==> run_1/clk_routes.png <==
Drawn at 3 px/um.
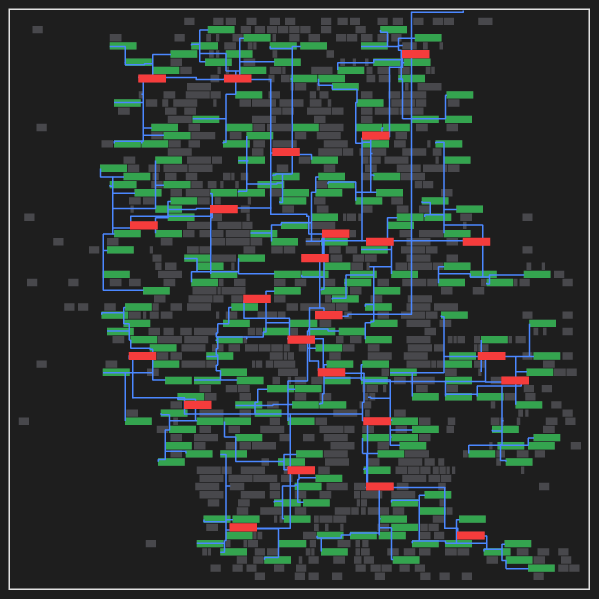
==> run_1/placement_by_type.png <==
Drawn at 2 px/um. Fill, decap, tap and diode cells in grey.
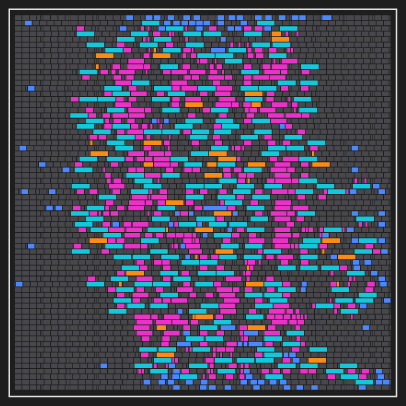
==> run_1/io_placement.png <==
Drawn at 1.5 px/um. Pins as bars across the die edge, other pins in grey.
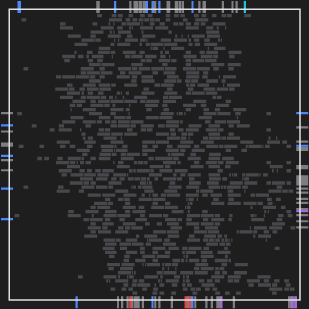
==> run_1/layer_met2.png <==
Drawn at 2 px/um.
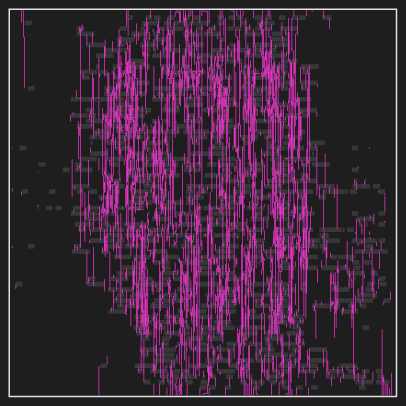
### config.mk
export PLATFORM = sky130hd
export DESIGN_NAME = bitty_exec_ctrl
export DESIGN_NICKNAME = d
export VERILOG_FILES = /design/src/rtl/bitty_exec_ctrl.sv
export SDC_FILE = /design/constraint.sdc
export NUM_CORES = 1
export LEC_CHECK = 0
export CORE_MARGIN = 2
export CORE_UTILIZATION = 30
export CTS_CLUSTER_SIZE = 14
export DETAILED_ROUTE_END_ITERATION = 6
export PLACE_DENSITY_LB_ADDON = 0.3
export SYNTH_ARGS = -nofsm -noshare
export SYNTH_HDL_FRONTEND = slang
export SYNTH_SLANG_ARGS = --single-unit
### constraint.sdc
create_clock -name clk -period 4.15 [get_ports clk]
set_clock_uncertainty 0.2 [all_clocks]
set_input_delay 1.0375 -clock clk [delete_from_list [all_inputs] [get_ports clk]]
set_output_delay 1.0375 -clock clk [all_outputs]
set_load 0.01 [all_outputs]
### src/rtl/bitty_exec_ctrl.sv
// Multi-cycle execute controller for the 16-bit ALU: fetches operands from an
// internal register file, drives the ALU, latches its result and writes back.
module bitty_exec_ctrl #(
  parameter int NREGS = 8,
  parameter int WIDTH = 16
) (
  input  logic                     clk,
  input  logic                     rst_n,
  input  logic [15:0]              instr,
  input  logic                     instr_valid,
  output logic                     instr_ready,
  output logic [WIDTH-1:0]         alu_a,
  output logic [WIDTH-1:0]         alu_b,
  output logic [3:0]               alu_select,
  output logic                     alu_mode,
  output logic                     alu_carry_in,
  input  logic [WIDTH-1:0]         alu_out,
  input  logic                     alu_carry_out,
  input  logic                     alu_compare,
  output logic                     carry_flag,
  output logic                     compare_flag,
  output logic                     done,
  output logic                     illegal,
  input  logic [$clog2(NREGS)-1:0] dbg_sel,
  output logic [WIDTH-1:0]         dbg_data
);

  localparam int IW = $clog2(NREGS);

  typedef enum logic [1:0] {S_IDLE, S_READ, S_EXEC, S_WB} state_t;

  state_t           state;
  logic [15:0]      ir;
  logic [WIDTH-1:0] rf [NREGS];
  logic [WIDTH-1:0] op_a;
  logic [WIDTH-1:0] op_b;
  logic [3:0]       op_sel;
  logic             op_mode;
  logic [WIDTH-1:0] res;
  logic             res_c;
  logic             res_cmp;
  logic             ready_q;
  logic             done_q;
  logic             illegal_q;
  logic             carry_q;
  logic             cmp_q;

  logic [IW-1:0]    rx;
  logic [IW-1:0]    ry;
  logic [1:0]       fmt;
  logic [WIDTH-1:0] imm;

  assign rx  = ir[15 -: IW];
  assign ry  = ir[12 -: IW];
  assign fmt = ir[1:0];
  assign imm = WIDTH'(ir[12:7]);

  always_ff @(posedge clk or negedge rst_n) begin
    if (!rst_n) begin
      state     <= S_IDLE;
      ir        <= '0;
      op_a      <= '0;
      op_b      <= '0;
      op_sel    <= '0;
      op_mode   <= 1'b0;
      res       <= '0;
      res_c     <= 1'b0;
      res_cmp   <= 1'b0;
      ready_q   <= 1'b1;
      done_q    <= 1'b0;
      illegal_q <= 1'b0;
      carry_q   <= 1'b0;
      cmp_q     <= 1'b0;
      for (int unsigned i = 0; i < NREGS; i++) rf[i] <= '0;
    end else begin
      unique case (state)
        S_IDLE: begin
          if (instr_valid) begin
            ir      <= instr;
            ready_q <= 1'b0;
            state   <= S_READ;
          end
        end
        S_READ: begin
          op_a    <= rf[rx];
          op_b    <= (fmt == 2'b01) ? imm : rf[ry];
          op_sel  <= ir[5:2];
          op_mode <= ir[6];
          state   <= S_EXEC;
        end
        S_EXEC: begin
          res       <= alu_out;
          res_c     <= alu_carry_out;
          res_cmp   <= alu_compare;
          done_q    <= 1'b1;
          illegal_q <= (fmt == 2'b11);
          state     <= S_WB;
        end
        S_WB: begin
          if (fmt != 2'b11) begin
            carry_q <= res_c;
            cmp_q   <= res_cmp;
          end
          // Formats 00 and 01 write back; 10 and 11 leave the file untouched
          if (!fmt[1]) rf[rx] <= res;
          done_q    <= 1'b0;
          illegal_q <= 1'b0;
          ready_q   <= 1'b1;
          state     <= S_IDLE;
        end
      endcase
    end
  end

  assign instr_ready  = ready_q;
  assign alu_a        = op_a;
  assign alu_b        = op_b;
  assign alu_select   = op_sel;
  assign alu_mode     = op_mode;
  assign alu_carry_in = carry_q;
  assign carry_flag   = carry_q;
  assign compare_flag = cmp_q;
  assign done         = done_q;
  assign illegal      = illegal_q;
  assign dbg_data     = rf[dbg_sel];

endmodule

==> qor.yml, run 1 <==
status: "finished, final reports clean"
syn_area_per_cell_sq_um: 15.1
met1_usage_pct: 21.0
endpoint: "dbg_data[7]"
max_slew_margin_pct: 39.7
clockBufferDepth: 3
busiest_layer: "met2"
finalInstanceArea_sq_um: 13000
synthAoiAreaFrac_pct: 3.33
via_count: 6584
intPower_mw: 6.85
seq-power_mw: 4.09
nets: 850
track_usage_pct: 15.7
cts_tree: "yes"
synthTopCellsByCount: "209 x mux2_2, 205 x dfrtp_1, 84 x mux4_2"
htreeDepth: 1
postCtsSetupBuffers: 0
finalMaxSlewViolations: 0
fmax_mhz: 244
clk_pin_slew_ns: 0.06
yosys.area.top_type_share_pct: 47.9
xor_area_share_pct: 0
cp.depth: 5
synth_cell_types: 33
first_pass_iters: 4
hold_class: "reg2reg"
utilization_pct: 36.8
yosysCellCount: 710
syn_to_final_growth_pct: 21.3
ant_nets: 0
powerDensity_nw_per_um2: 813
ctsResizeCount: 1
grt_first_pass_wirelength_um: 44200
dr_wl_met3_um: 1250
fa_ha_area_share_pct: 0.585
edf_count: 0
wl_met2_um: 14100
mux_share_pct: 41.6
path_class: "in2out"
post_drt_wl_per_cell_um: 22.4
reg2reg_slack_ns: 1.45
arrival_ns: 2.85
cts_hold_buf: 0
cp-start-kind: "primary input"
fp_util_pct: 30.3
yosysChipArea_sq_um: 10700
viasPerCell: 5.14
finalNonFillerCells: 1282
period_used_pct: 98.6
power_mw: 10.5
hold_slack_ns: 0.299
dp_cells: 1239
slowest_delay_ns: 0.48
drcViolationCount: 0
setup-tns-final_ns: 0
top_logic_kind: "multiplexers"
startpoint: "dbg_sel[1]"
switching_share_pct: 35.1
postSynthSeqShare_pct: 48.2
topCellsByArea: "dfrtp_1 48%, mux2_2 22%, mux4_2 18%, mux2i_1 1.9%, nor2_1 1.1%"
cp_max_fo: 16
reg2reg_to: "rf[40]$_DFFE_PN0P_"
tool_warnings: 30
tightest_slew_ns: 0.902
numCtsBuffers: 24
place_worst_setup_slack_ns: -0.0293
hold_end: "alu_mode$_DFFE_PN0N_"
About clk_routes.png:
legend:
  flip-flops:
    colour: green
    count: 206
  clock drivers:
    colour: red
    count: 24
  clock wires:
    colour: blue
    length: 2890 um
routed clock nets: 25
Clock Power Share: 18.9%
clk_lat worst skew: 0.51 ns
clock distribution power: 1.99 mW

About placement_by_type.png:
legend:
  combinational and other logic:
    colour: magenta
    cells: 451
  clock drivers and dummy loads:
    colour: orange
    cells: 42
  sequential cells:
    colour: cyan
    cells: 206
  remaining buffers and delay cells:
    colour: blue
    cells: 122

About io_placement.png:
legend:
  `dbg_sel`:
    colour: red
    pins: 3
    direction: input
    edge: south
  `rst_n`:
    colour: cyan
    pins: 1
    direction: input
    edge: north
  `alu_select`:
    colour: purple
    pins: 4
    direction: output
    edge: 3 south, 1 east
  `alu_out`:
    colour: blue
    pins: 16
    direction: input
    edge: 7 north, 4 west, 3 south, 2 east
die height: 193 um
port bufs: 98
Die Span X: 193 um

About layer_met2.png:
longest straight run: 119 um
main direction: vertical
wire length on this layer: 14100 um

run 1: registers in the layout, summed over array words and instances (netlist names), 2 cells and up:
register    cells
alu_a          16
alu_b          16
alu_select      4
ir             16
res            16
rf            128
state           2
run 1: area by class of cell:
class | instances | area share, %
well taps | 461 | 4.44
repair buffers | 122 | 9.60
clock inverters | 2 | 0.0771
multi-input cells | 431 | 39.9
flip-flops and latches | 206 | 39.7
clock buffers | 40 | 5.64
inverters | 20 | 0.578
run 1: worst reg2reg max path, delay by kind of cell (launching register included):
kind	cells	cell delay, ns
buf+inv	1	0.34
simple gates	2	0.85
mux	1	0.37
flops	1	0.40
fa+ha+maj	1	0.42
==> inputs of run 2 (changes only) <==
--- a/config.mk
+++ b/config.mk
@@ -9,7 +9,7 @@
 export CORE_UTILIZATION = 30
 export CTS_CLUSTER_SIZE = 14
 export DETAILED_ROUTE_END_ITERATION = 6
-export PLACE_DENSITY_LB_ADDON = 0.3
+export PLACE_DENSITY = 0.46
 export SYNTH_ARGS = -nofsm -noshare
 export SYNTH_HDL_FRONTEND = slang
 export SYNTH_SLANG_ARGS = --single-unit
==> run_2/clocks.png <==
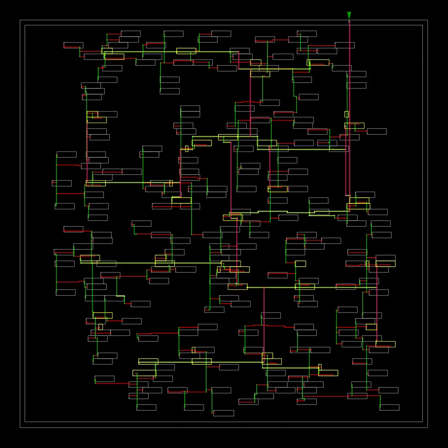
seq_cells: 206
CTS buffer count: 26
final-layout clock buffer total: 41

==> run 2 against run 1 <==
Sequential cell count unchanged. Critical path depth unchanged. Via count up 2.7%. Worst hold slack worse by 0.00082 ns. Largest power group unchanged.
==> qor.yml, run 2 <==
period_used_pct: 98.6  # about the same
reg2reg_slack_ns: 1.32  # -0.13 ns
cp-start-kind: "primary input"
fa_ha_area_share_pct: 0.585  # unchanged
routabilityCongestion: 0.781
powerDensity_nw_per_um2: 836  # +2.9%
viasPerCell: 5.27  # +2.7%
endpoint: "dbg_data[2]"
tool_warnings: 30  # unchanged
max_slew_margin_pct: 35.3  # -4.3 points
first_pass_iters: 4  # unchanged
topCellsByArea: "dfrtp_1 48%, mux2_2 22%, mux4_2 18%, mux2i_1 1.9%, nor2_1 1.1%"
hold_viol: 0
nets: 849  # -0.12%
grt_first_pass_wirelength_um: 47300  # +6.9%
syn_to_final_growth_pct: 22.3
hold_class: "in2async"
startpoint: "dbg_sel[1]"
finalSetupViolations: 0
utilization_pct: 37.1  # +0.30 points
power_mw: 10.9  # +3.7%
track_usage_pct: 17.2  # +1.4 points
cts_hold_buf: 0  # unchanged
arrival_ns: 2.86  # about the same
dp_cells: 1236  # -0.24%
numSynthFlops: 206
ctsResizeCount: 1  # unchanged
finalInstanceArea_sq_um: 13100  # +0.81%
finalWorstSetupSlack_ns: 0.0563
ff2ff_path_depth: 5
finalNonFillerCells: 1282  # unchanged
tightest_slew_ns: 0.967  # +0.0650 ns
ant_nets: 0  # unchanged
yosys.area.top_type_share_pct: 47.9  # unchanged
place_worst_setup_slack_ns: -0.0663  # -0.0370 ns
regMostFlops: "rf"
grt_util_met3_pct: 2.58
postCtsSetupBuffers: 0  # unchanged
antenna_found_initial: 0
critPathRequiredTime_ns: 2.91
regArea_sq_um: 5160
mux_share_pct: 41.6  # unchanged
crit_chain: "dlygate4sd2_1 > bufbuf_16 > mux4_2 > mux2_2 > clkdlybuf4s50_1"
hold_slack_ns: 0.298  # -0.000818 ns
clk_pin_slew_ns: 0.05  # about the same
rsz0062_at_grt: "false"
syn_area_per_cell_sq_um: 15.1  # unchanged
htreeDepth: 1  # unchanged
synthTopCellsByCount: "209 x mux2_2, 205 x dfrtp_1, 84 x mux4_2"
chipHeight_um: 193  # unchanged
top_logic_kind: "multiplexers"
first_global_vias: 7402
cts_tree: "yes"
path_class: "in2out"
fmax_mhz: 244  # about the same
synthAoiAreaFrac_pct: 3.33  # unchanged
met1_usage_pct: 22.1  # +1.2 points
largest_reg_flops: 128  # unchanged
edf_count: 0  # unchanged
slowest_delay_ns: 0.48  # about the same
synth_cell_types: 33  # unchanged
setup-tns-final_ns: 0  # unchanged
finalMaxSlewViolations: 0  # unchanged
fp_util_pct: 30.3  # unchanged
io_buffers: 98  # unchanged
yosysChipArea_sq_um: 10700  # unchanged
postSynthSeqShare_pct: 48.2  # unchanged
clock_latency_ns: 0.53  # +0.02 ns
drcViolationCount: 0  # unchanged
via_count: 6760  # +2.7%
clockBufferDepth: 3  # unchanged
status: "finished, final reports clean"
busiest_layer: "met2"
yosysCellCount: 710  # unchanged
cp_max_fo: 16  # unchanged
reg2reg_to: "rf[19]$_DFFE_PN0P_"
period_minus_slack_ns: 4.09
die_w_um: 193  # unchanged
post_drt_wl_per_cell_um: 24.3  # +8.5%
xor_area_share_pct: 0  # unchanged
reg2reg_from: "state[1]$_DFFE_PN0P_"
==> run 2: cell counts after synthesis <==
Identical to the previous run, type by type.
==> run 2: cell type report <==
type | count | area share [%]
clock buffer | 41 | 6.10
multi-input combinational | 431 | 39.6
timing repair buffer | 119 | 9.35
inverter | 20 | 0.574
sequential | 206 | 39.4
clock inverter | 4 | 0.535
tap | 461 | 4.41
==> run 2: critical path: cells and delay by family <==
| kind | cells | cell delay [ns] |
|---|---|---|
| multiplexers | 2 | 0.60 |
| buffers and inverters | 3 | 1.21 |
==> run 2: routing by layer <==
layer	up-vias	wire length, um
met5	-	0
met4	0	493
met3	39	1420
met2	173	16100
met1	3635	13000
li1	2913	-
==> run 2: where the power goes <==
part	internal, mW	total [mW]	switching [mW]
clock	1.43	2.29	0.859
combinational	2.71	4.53	1.82
sequential	2.95	4.12	1.18
Power is estimated from default activity; no workload was simulated.
